cell_density.png
The die is cut into 5 by 10 equal tiles; white is low, dark blue is high, 0 to 100% covered.
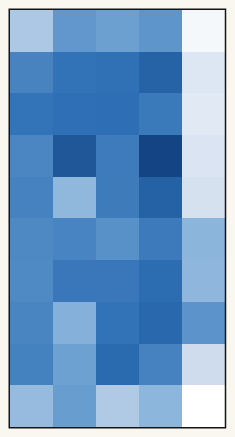
placement.png
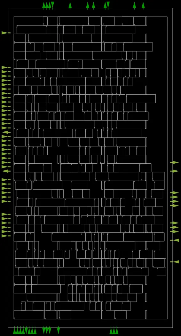
==> config.mk <==
export PLATFORM = sky130hd
export DESIGN_NAME = hdlc_tx_arbiter
export DESIGN_NICKNAME = d
export VERILOG_FILES = /design/src/rtl/hdlc_tx_arbiter.sv
export SDC_FILE = /design/constraint.sdc
export NUM_CORES = 1
export LEC_CHECK = 0
export ABC_AREA = 1
export CAP_MARGIN = 30
export CORE_ASPECT_RATIO = 2
export CORE_MARGIN = 1.5
export CORE_UTILIZATION = 45
export CTS_CLUSTER_DIAMETER = 200
export DETAILED_ROUTE_END_ITERATION = 10
export PLACE_DENSITY_LB_ADDON = 0.2
export SYNTH_ARGS = -nofsm -noshare
export SYNTH_HDL_FRONTEND = slang
export SYNTH_SLANG_ARGS = --single-unit
==> constraint.sdc <==
create_clock -name Clk -period 1.94 [get_ports Clk]
set_input_delay 0.388 -clock Clk [delete_from_list [all_inputs] [get_ports Clk]]
set_output_delay 0.388 -clock Clk [all_outputs]
set_load 0.01 [all_outputs]
==> src/rtl/hdlc_tx_arbiter.sv <==
// rtl/hdlc_tx_arbiter.sv - round-robin frame arbiter driving the Hdlc host register bus
// Optional watchdog: define TXARB_WATCHDOG_EN.
module hdlc_tx_arbiter #(
   parameter int N_REQ     = 4,
   parameter int MAX_BYTES = 126,
   parameter int HOLDOFF   = 4,
   parameter int WDOG_CYC  = 1024
) (
   input  logic               Clk,
   input  logic               Rst,
   input  logic [N_REQ-1:0]   Req_Valid,
   input  logic [8*N_REQ-1:0] Req_Data,
   input  logic [N_REQ-1:0]   Req_Last,
   output logic [N_REQ-1:0]   Req_Ready,
   output logic [N_REQ-1:0]   Grant,
   output logic [2:0]         Address,
   output logic               WriteEnable,
   output logic               ReadEnable,
   output logic [7:0]         DataIn,
   input  logic [7:0]         DataOut,
   output logic               Busy,
   output logic               Frame_Sent,
   output logic               Ovf_Err,
   output logic               Wdog_Err
);
   localparam int PW = (N_REQ > 1) ? $clog2(N_REQ) : 1;
   localparam int CW = $clog2(MAX_BYTES + 1);
   localparam int HW = (HOLDOFF > 1) ? $clog2(HOLDOFF) : 1;

   typedef enum logic [2:0] {
      S_IDLE, S_POLL_RD, S_POLL_CHK, S_ARB, S_LOAD, S_START, S_HOLD
   } state_t;

   state_t           state, state_nx;
   logic [PW-1:0]    ptr, ptr_nx, gidx, gidx_nx, pick, gidx_inc;
   logic [CW-1:0]    cnt, cnt_nx;
   logic [HW-1:0]    hcnt, hcnt_nx;
   logic             ovf_seen, ovf_seen_nx, found;
   logic [N_REQ-1:0] grant_nx;
   logic [2:0]       addr_nx;
   logic             we_nx, re_nx, fs_nx, ovf_nx, wdog_nx;
   logic [7:0]       din_nx, byte_in;
   logic             accept, last_in, wdog_fire;
   logic             unused_bits;

   assign Busy      = (state != S_IDLE);
   assign Req_Ready = (state == S_LOAD) ? Grant : '0;
   assign accept    = |(Req_Valid & Req_Ready);
   assign byte_in   = Req_Data[8*gidx +: 8];
   assign last_in   = Req_Last[gidx];
   assign gidx_inc  = (gidx == PW'(N_REQ - 1)) ? '0 : gidx + 1'b1;

`ifdef TXARB_WATCHDOG_EN
   localparam int WW = $clog2(WDOG_CYC + 1);
   logic [WW-1:0] wcnt;

   // Counts stalled LOAD cycles; held at zero outside LOAD so entry starts fresh.
   always_ff @(posedge Clk or negedge Rst) begin
      if (!Rst)                          wcnt <= '0;
      else if (state != S_LOAD || accept) wcnt <= '0;
      else                               wcnt <= wcnt + 1'b1;
   end
   assign wdog_fire   = (state == S_LOAD) && !accept && (wcnt == WW'(WDOG_CYC - 1));
   assign unused_bits = ^DataOut[7:1];
`else
   assign wdog_fire   = 1'b0;
   assign unused_bits = ^{DataOut[7:1], 32'(WDOG_CYC)};
`endif

   // Rotating priority search starting at the round-robin pointer.
   always_comb begin
      int idx;
      found = 1'b0;
      pick  = '0;
      idx   = 0;
      for (int i = 0; i < N_REQ; i++) begin
         idx = int'(ptr) + i;
         if (idx >= N_REQ) idx = idx - N_REQ;
         if (!found && Req_Valid[idx]) begin
            found = 1'b1;
            pick  = PW'(idx);
         end
      end
   end

   always_comb begin
      state_nx    = state;
      ptr_nx      = ptr;
      gidx_nx     = gidx;
      grant_nx    = Grant;
      cnt_nx      = cnt;
      hcnt_nx     = hcnt;
      ovf_seen_nx = ovf_seen;
      addr_nx     = 3'd0;
      we_nx       = 1'b0;
      re_nx       = 1'b0;
      din_nx      = 8'h00;
      fs_nx       = 1'b0;
      ovf_nx      = 1'b0;
      wdog_nx     = 1'b0;
      case (state)
         S_IDLE: if (|Req_Valid) begin
            state_nx = S_POLL_RD;
            re_nx    = 1'b1;
         end
         S_POLL_RD: state_nx = S_POLL_CHK;
         S_POLL_CHK: if (DataOut[0]) begin
            state_nx = S_ARB;
         end else begin
            state_nx = S_POLL_RD;
            re_nx    = 1'b1;
         end
         S_ARB: if (found) begin
            gidx_nx     = pick;
            grant_nx    = N_REQ'(1) << pick;
            cnt_nx      = '0;
            ovf_seen_nx = 1'b0;
            state_nx    = S_LOAD;
         end else begin
            state_nx = S_IDLE;
         end
         S_LOAD: if (wdog_fire) begin
            we_nx    = 1'b1;
            din_nx   = 8'h04;
            wdog_nx  = 1'b1;
            ptr_nx   = gidx_inc;
            grant_nx = '0;
            hcnt_nx  = '0;
            state_nx = S_HOLD;
         end else if (accept) begin
            // Bytes past MAX_BYTES are still handshaken so the requester can finish its frame.
            if (cnt < CW'(MAX_BYTES)) begin
               we_nx   = 1'b1;
               addr_nx = 3'd1;
               din_nx  = byte_in;
               cnt_nx  = cnt + 1'b1;
            end else if (!ovf_seen) begin
               ovf_nx      = 1'b1;
               ovf_seen_nx = 1'b1;
            end
            if (last_in) state_nx = S_START;
         end
         S_START: begin
            we_nx    = 1'b1;
            din_nx   = 8'h02;
            fs_nx    = 1'b1;
            ptr_nx   = gidx_inc;
            grant_nx = '0;
            hcnt_nx  = '0;
            state_nx = S_HOLD;
         end
         S_HOLD: if (hcnt == HW'(HOLDOFF - 1)) state_nx = S_IDLE;
                 else hcnt_nx = hcnt + 1'b1;
         default: state_nx = S_IDLE;
      endcase
   end

   always_ff @(posedge Clk or negedge Rst) begin
      if (!Rst) begin
         state       <= S_IDLE;
         ptr         <= '0;
         gidx        <= '0;
         Grant       <= '0;
         cnt         <= '0;
         hcnt        <= '0;
         ovf_seen    <= 1'b0;
         Address     <= 3'd0;
         WriteEnable <= 1'b0;
         ReadEnable  <= 1'b0;
         DataIn      <= 8'h00;
         Frame_Sent  <= 1'b0;
         Ovf_Err     <= 1'b0;
         Wdog_Err    <= 1'b0;
      end else begin
         state       <= state_nx;
         ptr         <= ptr_nx;
         gidx        <= gidx_nx;
         Grant       <= grant_nx;
         cnt         <= cnt_nx;
         hcnt        <= hcnt_nx;
         ovf_seen    <= ovf_seen_nx;
         Address     <= addr_nx;
         WriteEnable <= we_nx;
         ReadEnable  <= re_nx;
         DataIn      <= din_nx;
         Frame_Sent  <= fs_nx;
         Ovf_Err     <= ovf_nx;
         Wdog_Err    <= wdog_nx;
      end
   end
endmodule

==> results.cfg <==
; flow metrics
[floorplan]
chip_area_mm2 = 0.00522
die_x_um = 51.8

[yosys]
xor_area_share_pct = 2.04
synth_top_flop_cell = dfrtp_1
mux_share_pct = 0

[critical_path]
cp_slowest_cell = dfrtp_1
r2r_setup_slack_ps = 270
worst_setup_path_start_kind = flip-flop
critical_path_required_ps = 1550

[global_route]
grt_pass1_vias = 2130
grt_use_total_pct = 23.5

[place]
placed_area_mm2 = 0.00293
dp.cells = 416

[final_layout]
n_all_inverters = 30
largest_cell_class = combinational gates
comb_area_mm2 = 0.00114
bufAreaShareNonClock_pct = 25.6
lay_top_count = nand2_1
nFillCells = 418
fin_nets = 422
final_area_mm2 = 0.00303

[outcome]
outcome = finished, final reports clean

[drt]
drcViolationCount = 0

[pwr]
power_density_mw_per_mm2 = 1130
swShare_pct = 44.1
Back to the opening pictures, cell_density.png:
fullest tile = 92%
emptiest ninth of the die = upper right
tiles over 75% full = 16%
mean over tiles = 57%
nearly empty tiles = 2.0%

Back to the opening pictures, placement.png:
fin util: 65.9%
flop share of the area: 28.1%
num tapcells: 55

==> power by group through the flow <==
stage          clock network (mW)  registers (mW)  logic, mW
2_1_floorplan                   0            1.03       1.17
3_3_place_gp                    0            1.01       1.84
3_5_place_dp                    0            1.02       1.88
4_1_cts                     0.503            1.00       1.92
5_1_grt                     0.531            1.02       2.18
6_report                    0.492           0.996       1.92
==> how the worst max path moves through the flow <==
stage            startpoint       end  slack [ps]  cells past startpoint
6_report           state[2]      Busy         140                      4
4_1_cts            state[2]      Busy         140                      4
3_5_place_dp   Req_Valid[3]  Grant[1]         -60                     10
3_3_place_gp   Req_Valid[3]   gidx[1]          10                      8
2_1_floorplan      state[1]    cnt[5]         390                     12
5_1_grt        Req_Valid[3]  Grant[2]          20                     10
Power and IR drop assume default switching activity.
